===== src/rtl/eth_rmii_rx_pkg.sv =====
// eth_rmii_rx_pkg
//   Constants shared by the RMII receive front-end and the downstream frame
//   parser: preamble/SFD dibit codes, default length limits and the 2-bit
//   receive state encoding.
package eth_rmii_rx_pkg;

  localparam logic [1:0] DIBIT_PRE   = 2'b01;  // preamble dibit
  localparam logic [1:0] DIBIT_SFD   = 2'b11;  // final SFD dibit
  localparam logic [1:0] DIBIT_FALSE = 2'b10;  // false-carrier indication

  localparam int MAX_BYTES_DEF     = 1522;     // bytes after SFD incl. FCS
  localparam int MIN_PRE_DIBIT_DEF = 8;        // preamble dibits before SFD

  typedef enum logic [1:0] {
    ST_IDLE     = 2'd0,
    ST_PREAMBLE = 2'd1,
    ST_DATA     = 2'd2,
    ST_DROP     = 2'd3
  } rx_state_t;

endpackage


===== src/rtl/eth_rmii_crs_decode.sv =====
// eth_rmii_crs_decode
//   Two-stage input pipe on the RMII pins plus CRS_DV interpretation.
// Ports
//   clk         in   RMII REF_CLK
//   rst_n       in   asynchronous active-low reset
//   rxd         in   raw receive dibit from the pins
//   crs_dv      in   raw carrier sense / data valid from the pins
//   dibit       out  dibit at the decision stage (s2)
//   live        out  s2 dibit carries data
//   carrier_end out  two consecutive low CRS_DV samples at s1/s2
module eth_rmii_crs_decode (
  input  logic       clk,
  input  logic       rst_n,
  input  logic [1:0] rxd,
  input  logic       crs_dv,
  output logic [1:0] dibit,
  output logic       live,
  output logic       carrier_end
);

  logic [2:0] s1;
  logic [2:0] s2;

  always_ff @(posedge clk or negedge rst_n) begin
    if (!rst_n) begin
      s1 <= 3'd0;
      s2 <= 3'd0;
    end else begin
      s1 <= {crs_dv, rxd};
      s2 <= s1;
    end
  end

  // At the frame tail the PHY toggles CRS_DV per nibble while data is still
  // valid, so a single low sample must not end the frame; look one stage ahead.
  assign dibit       = s2[1:0];
  assign live        = s2[2] | s1[2];
  assign carrier_end = ~live;

endmodule


===== src/rtl/eth_rmii_rx_deser.sv =====
// eth_rmii_rx_deser
//   RMII receive front-end: strips preamble/SFD and packs dibits (LSB first)
//   into bytes with frame start/end/error strobes.
// Ports
//   clk          in   50 MHz RMII REF_CLK
//   rst_n        in   asynchronous active-low reset
//   rxd[1:0]     in   RMII receive dibit
//   crs_dv       in   RMII carrier sense / data valid
//   byte_data    out  assembled byte, holds between strobes
//   byte_valid   out  1-cycle strobe per byte
//   frame_start  out  with byte_valid of the first byte after SFD
//   frame_end    out  1-cycle strobe, frame closed
//   frame_err    out  qualifies frame_end: alignment or overlength
//   frame_len    out  bytes emitted in frame, valid with frame_end
module eth_rmii_rx_deser
  import eth_rmii_rx_pkg::*;
#(
  parameter int MAX_BYTES     = MAX_BYTES_DEF,
  parameter int MIN_PRE_DIBIT = MIN_PRE_DIBIT_DEF
) (
  input  logic        clk,
  input  logic        rst_n,
  input  logic [1:0]  rxd,
  input  logic        crs_dv,
  output logic [7:0]  byte_data,
  output logic        byte_valid,
  output logic        frame_start,
  output logic        frame_end,
  output logic        frame_err,
  output logic [15:0] frame_len
);

  localparam int          PRE_W   = $clog2(MIN_PRE_DIBIT + 1);
  localparam logic [PRE_W-1:0] PRE_MIN = PRE_W'(MIN_PRE_DIBIT);
  localparam logic [15:0] MAX_LEN = 16'(MAX_BYTES);

  logic [1:0]       dibit;
  logic             live;
  logic             carrier_end;

  rx_state_t        state;
  logic [PRE_W-1:0] pre_cnt;
  logic [1:0]       dibit_cnt;
  logic [15:0]      byte_cnt;
  logic [7:0]       shift;

  eth_rmii_crs_decode u_crs_decode (
    .clk         (clk),
    .rst_n       (rst_n),
    .rxd         (rxd),
    .crs_dv      (crs_dv),
    .dibit       (dibit),
    .live        (live),
    .carrier_end (carrier_end)
  );

  always_ff @(posedge clk or negedge rst_n) begin
    if (!rst_n) begin
      state       <= ST_IDLE;
      pre_cnt     <= '0;
      dibit_cnt   <= 2'd0;
      byte_cnt    <= 16'd0;
      shift       <= 8'd0;
      byte_data   <= 8'd0;
      byte_valid  <= 1'b0;
      frame_start <= 1'b0;
      frame_end   <= 1'b0;
      frame_err   <= 1'b0;
      frame_len   <= 16'd0;
    end else begin
      byte_valid  <= 1'b0;
      frame_start <= 1'b0;
      frame_end   <= 1'b0;
      frame_err   <= 1'b0;
      if (carrier_end) begin
        // Only a frame that made it past SFD gets closed; any pending
        // dibits mean the frame ended off a byte boundary.
        if (state == ST_DATA) begin
          frame_end <= 1'b1;
          frame_len <= byte_cnt;
          frame_err <= (dibit_cnt != 2'd0);
        end
        state <= ST_IDLE;
      end else begin
        case (state)
          ST_IDLE: begin
            if (dibit == DIBIT_PRE) begin
              state   <= ST_PREAMBLE;
              pre_cnt <= PRE_W'(1);
            end else if (dibit == DIBIT_FALSE) begin
              state <= ST_DROP;
            end
          end
          ST_PREAMBLE: begin
            if (dibit == DIBIT_PRE) begin
              if (pre_cnt != PRE_MIN) pre_cnt <= pre_cnt + PRE_W'(1);
            end else if (dibit == DIBIT_SFD && pre_cnt >= PRE_MIN) begin
              state     <= ST_DATA;
              dibit_cnt <= 2'd0;
              byte_cnt  <= 16'd0;
            end else begin
              state <= ST_DROP;
            end
          end
          ST_DATA: begin
            shift     <= {dibit, shift[7:2]};
            dibit_cnt <= dibit_cnt + 2'd1;
            if (dibit_cnt == 2'd3) begin
              if (byte_cnt == MAX_LEN) begin
                // Completed byte would exceed the limit: swallow it and
                // close the frame as overlength.
                frame_end <= 1'b1;
                frame_err <= 1'b1;
                frame_len <= MAX_LEN;
                state     <= ST_DROP;
              end else begin
                byte_valid  <= 1'b1;
                byte_data   <= {dibit, shift[7:2]};
                frame_start <= (byte_cnt == 16'd0);
                byte_cnt    <= byte_cnt + 16'd1;
              end
            end
          end
          default: ;
        endcase
      end
    end
  end

endmodule

===== config.mk =====
export PLATFORM = sky130hd
export DESIGN_NAME = eth_rmii_rx_deser
export DESIGN_NICKNAME = d
export VERILOG_FILES = /design/src/rtl/eth_rmii_rx_pkg.sv /design/src/rtl/eth_rmii_crs_decode.sv /design/src/rtl/eth_rmii_rx_deser.sv
export SDC_FILE = /design/constraint.sdc
export NUM_CORES = 1
export LEC_CHECK = 0
export ABC_AREA = 0
export CORE_ASPECT_RATIO = 1.75
export CORE_MARGIN = 4
export CORE_UTILIZATION = 50
export CTS_CLUSTER_SIZE = 10
export DETAILED_ROUTE_END_ITERATION = 16
export HOLD_SLACK_MARGIN = 0.15
export PLACE_DENSITY = 0.73
export SYNTH_ARGS = -nofsm -noshare
export SYNTH_HDL_FRONTEND = slang
export SYNTH_SLANG_ARGS = --single-unit

===== constraint.sdc =====
create_clock -name clk -period 3.48 [get_ports clk]
set_input_delay 0.696 -clock clk [delete_from_list [all_inputs] [get_ports clk]]
set_output_delay 0.696 -clock clk [all_outputs]
set_load 0.005 [all_outputs]

**Run 1: sequential cells grouped by signal name**

Other sequential cells in the stronger gray, the rest of the logic in the fainter gray.
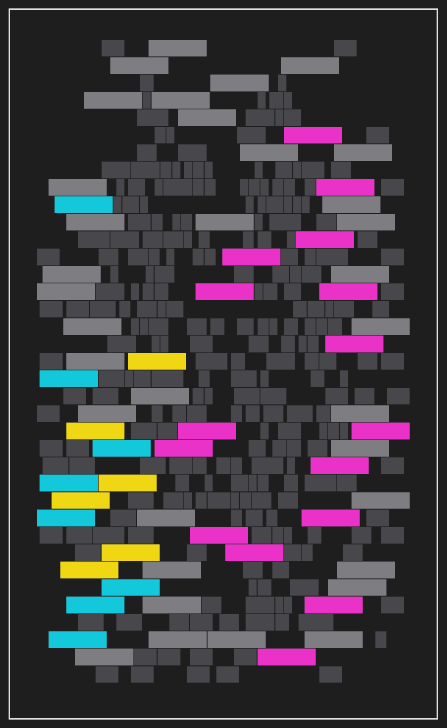
cyan -> `byte_data`  # flops 8
yellow -> `shift`  # flops 6
magenta -> `byte_cnt`  # flops 16

**Run 1: routing congestion**

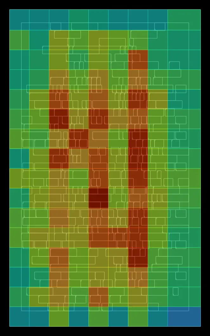
global-route usage over all layers: 0.189
GR Layer Usage met1: 0.215

==> summary.txt, run 1 <==
Quick summary of the implementation run below.

The run finished with clean final reports. The share of total power dissipated in sequential elements is 0.423. The post-synthesis share of cell area spent on and-or and or-and gates came out at 0.138.

The buffers plus inverters on the worst setup path is 3. In this run the power spent charging and discharging nets is 0.834 mW. The residual DRC count came out at 0. In this run the clock root is driven by a sky130_fd_sc_hd__clkbuf_8. For the worst reg-to-reg path, the startpoint reported by OpenROAD is state[1]. Per the placement log, port buffering inserted 32 buffers.

The number of top-level design ports is 33. The OpenROAD warning count is 33. Setup repair after global routing left no endpoint under its margin. The number of buffers outside the clock class in the layout came out at 35. The detailed-routing iteration count for the pre-antenna-repair pass is 5. The detail-routed via count per cell came out at 5.79. The share of the core filled with cells in the final layout came out at 0.608. After clock tree synthesis, the repair step resized 0 gates. The clock network power reported by the tool is 0.588 mW. The clock tree skew after final layout came out at 0.0126 ns.

The global route total overflow is 0. The area fraction in and, or, nand and nor cells came out at 0.185. Yosys instantiated no cell more often than sky130_fd_sc_hd__dfrtp_1. The total via count in the routed design is 2268. The number of cells on the worst reg-to-reg path is 7. The multi-input combinational cell count is 184. Entering global routing, the biggest net connects 37 pins.

The clock network area share is 0.0511. The tally of unique sky130hd cells used after synthesis is 54. The critical path's slowest stage uses the library cell sky130_fd_sc_hd__o211ai_1.

By count the netlist is led by sky130_fd_sc_hd__dfrtp_1 (64), sky130_fd_sc_hd__nand2_1 (33), sky130_fd_sc_hd__nand3_1 (16), sky130_fd_sc_hd__inv_1 (14), sky130_fd_sc_hd__mux2_2 (13). The number of tapcells is 78. The required time reported for the critical path endpoint is 3.72 ns. The largest delay contributor family on the critical path is AND-OR/OR-AND gates.
**Run 1: local utilization**

The die is cut into 7 by 11 equal tiles; black is low, pale yellow is high, 0 to 100% covered.
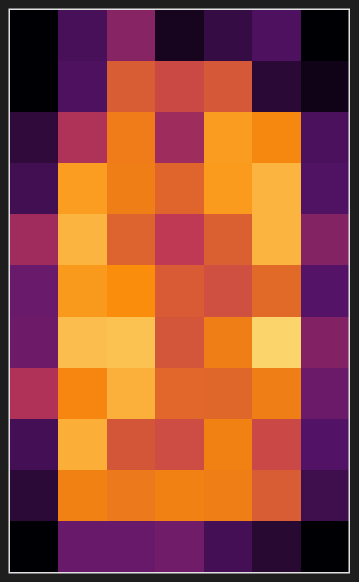
mean over tiles = 47%
fullest tile = 91%
tiles over 75% full = 17%
nearly empty tiles = 6.5%
emptiest ninth of the die = north-west

==> run 2, diff against run 1 <==
Clock period 3.48 ns to 2.55 ns, I/O delays scaled along.
==> summary.txt, run 2 <==
Quick summary of the implementation run below.

The part of the power in registers is 0.418 (was 0.423). The HPWL after detailed placement was 4550 um (was 4540 um). The post-synthesis share of cell area spent on and-or and or-and gates came out at 0.138 (unchanged). RSZ-0062 raised after global routing: false (unchanged). The count of buffers inserted at the top-level ports is 32 (unchanged).

The required time reported for the critical path endpoint came out at 2.83 ns (was 3.72 ns). The number of tapcells is 78 (unchanged). The number of gates resized after CTS is 0 (unchanged). Most used standard cells in the synthesized netlist: sky130_fd_sc_hd__dfrtp_1 (64), sky130_fd_sc_hd__nand2_1 (33), sky130_fd_sc_hd__nand3_1 (16), sky130_fd_sc_hd__inv_1 (14), sky130_fd_sc_hd__mux2_2 (13) (unchanged). The top layer used by detailed routing is met4 (unchanged). The most instantiated library cell after synthesis is sky130_fd_sc_hd__dfrtp_1 (unchanged).

The area fraction in and, or, nand and nor cells came out at 0.185 (unchanged). The residual DRC count came to 0 (unchanged). The OpenROAD warning count came out at 33 (unchanged). The sum of routed wire segments on met1 came out at 2430 um (was 2550 um).

The global route total overflow is 0 (unchanged). The clock network power is 0.811 mW (was 0.588 mW). The master cell of the clock root buffer is sky130_fd_sc_hd__clkbuf_8 (unchanged). The number of top-level design ports is 33 (unchanged). The critical path's largest stage delay is 0.50 ns (was 0.70 ns). The maximum number of pins on one net before global-route repair came out at 34 (was 37).

The net load switching power came out at 1.07 mW (was 0.834 mW). The largest delay contributor family on the critical path is simple AND/OR/NAND/NOR gates (was AND-OR/OR-AND gates). The tally of unique sky130hd cells used after synthesis came out at 54 (unchanged).

The total via count in the routed design is 2268 (unchanged). The vertical extent of the die came out at 111 um (unchanged). The number of buffers outside the clock class in the layout is 41 (was 35). Status: completed (unchanged). The clock network area share was 0.0496 (was 0.0511). The reg-to-reg critical path startpoint is state[0] (was state[1]). The multi-input combinational cell count came out at 184 (unchanged).

The top power consumer group is sequential cells (unchanged). The master of the slowest instance on the critical path is sky130_fd_sc_hd__nor3_1 (was sky130_fd_sc_hd__o211ai_1). The met1 track demand over resource in global routing was 0.220 (was 0.215). The worst-case reg-to-reg path depth came out at 7 (unchanged).

The cts-stage hold buffer count was 0 (unchanged).
**Run 2: sequential cells grouped by signal name**

Other sequential cells in the stronger gray, the rest of the logic in the fainter gray.
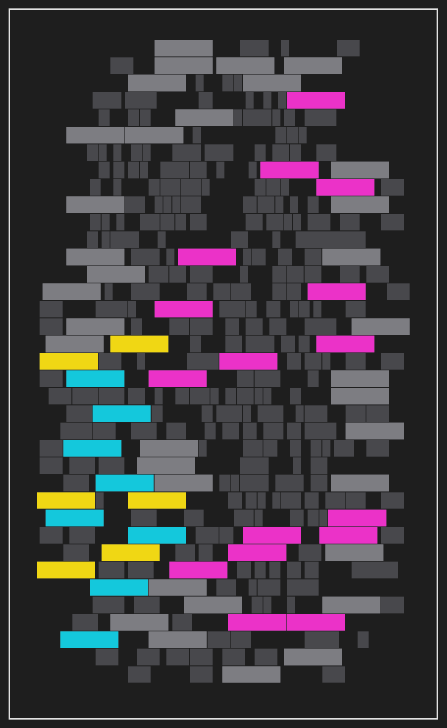
yellow -> `shift`  # flops 6
magenta -> `byte_cnt`  # flops 16
cyan -> `byte_data`  # flops 8

**Run 2: routing congestion**

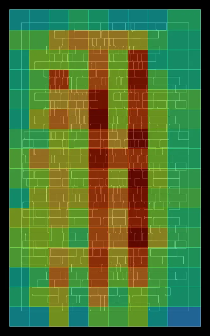
global-route usage over all layers: 0.196
Core Util, Final: 0.618
GRT busiest layer: met2
average wire per standard cell: 15.9 um

**Run 2: cell sizes after repair**

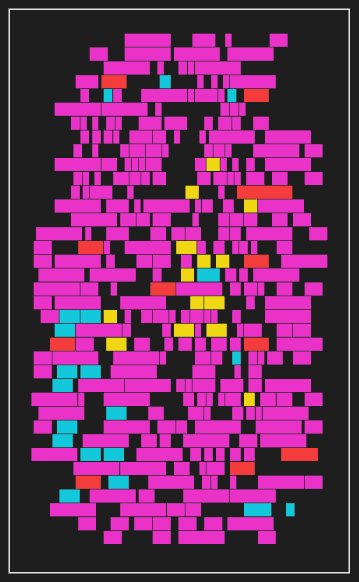
magenta -> drive 1 or less  # cells 275, share 86%
yellow -> drive 3 to 4  # cells 14, share 4.4%
cyan -> drive 2  # cells 20, share 6.3%
red -> drive 6 and up  # cells 11, share 3.4%

Power is estimated from default activity; no workload was simulated.
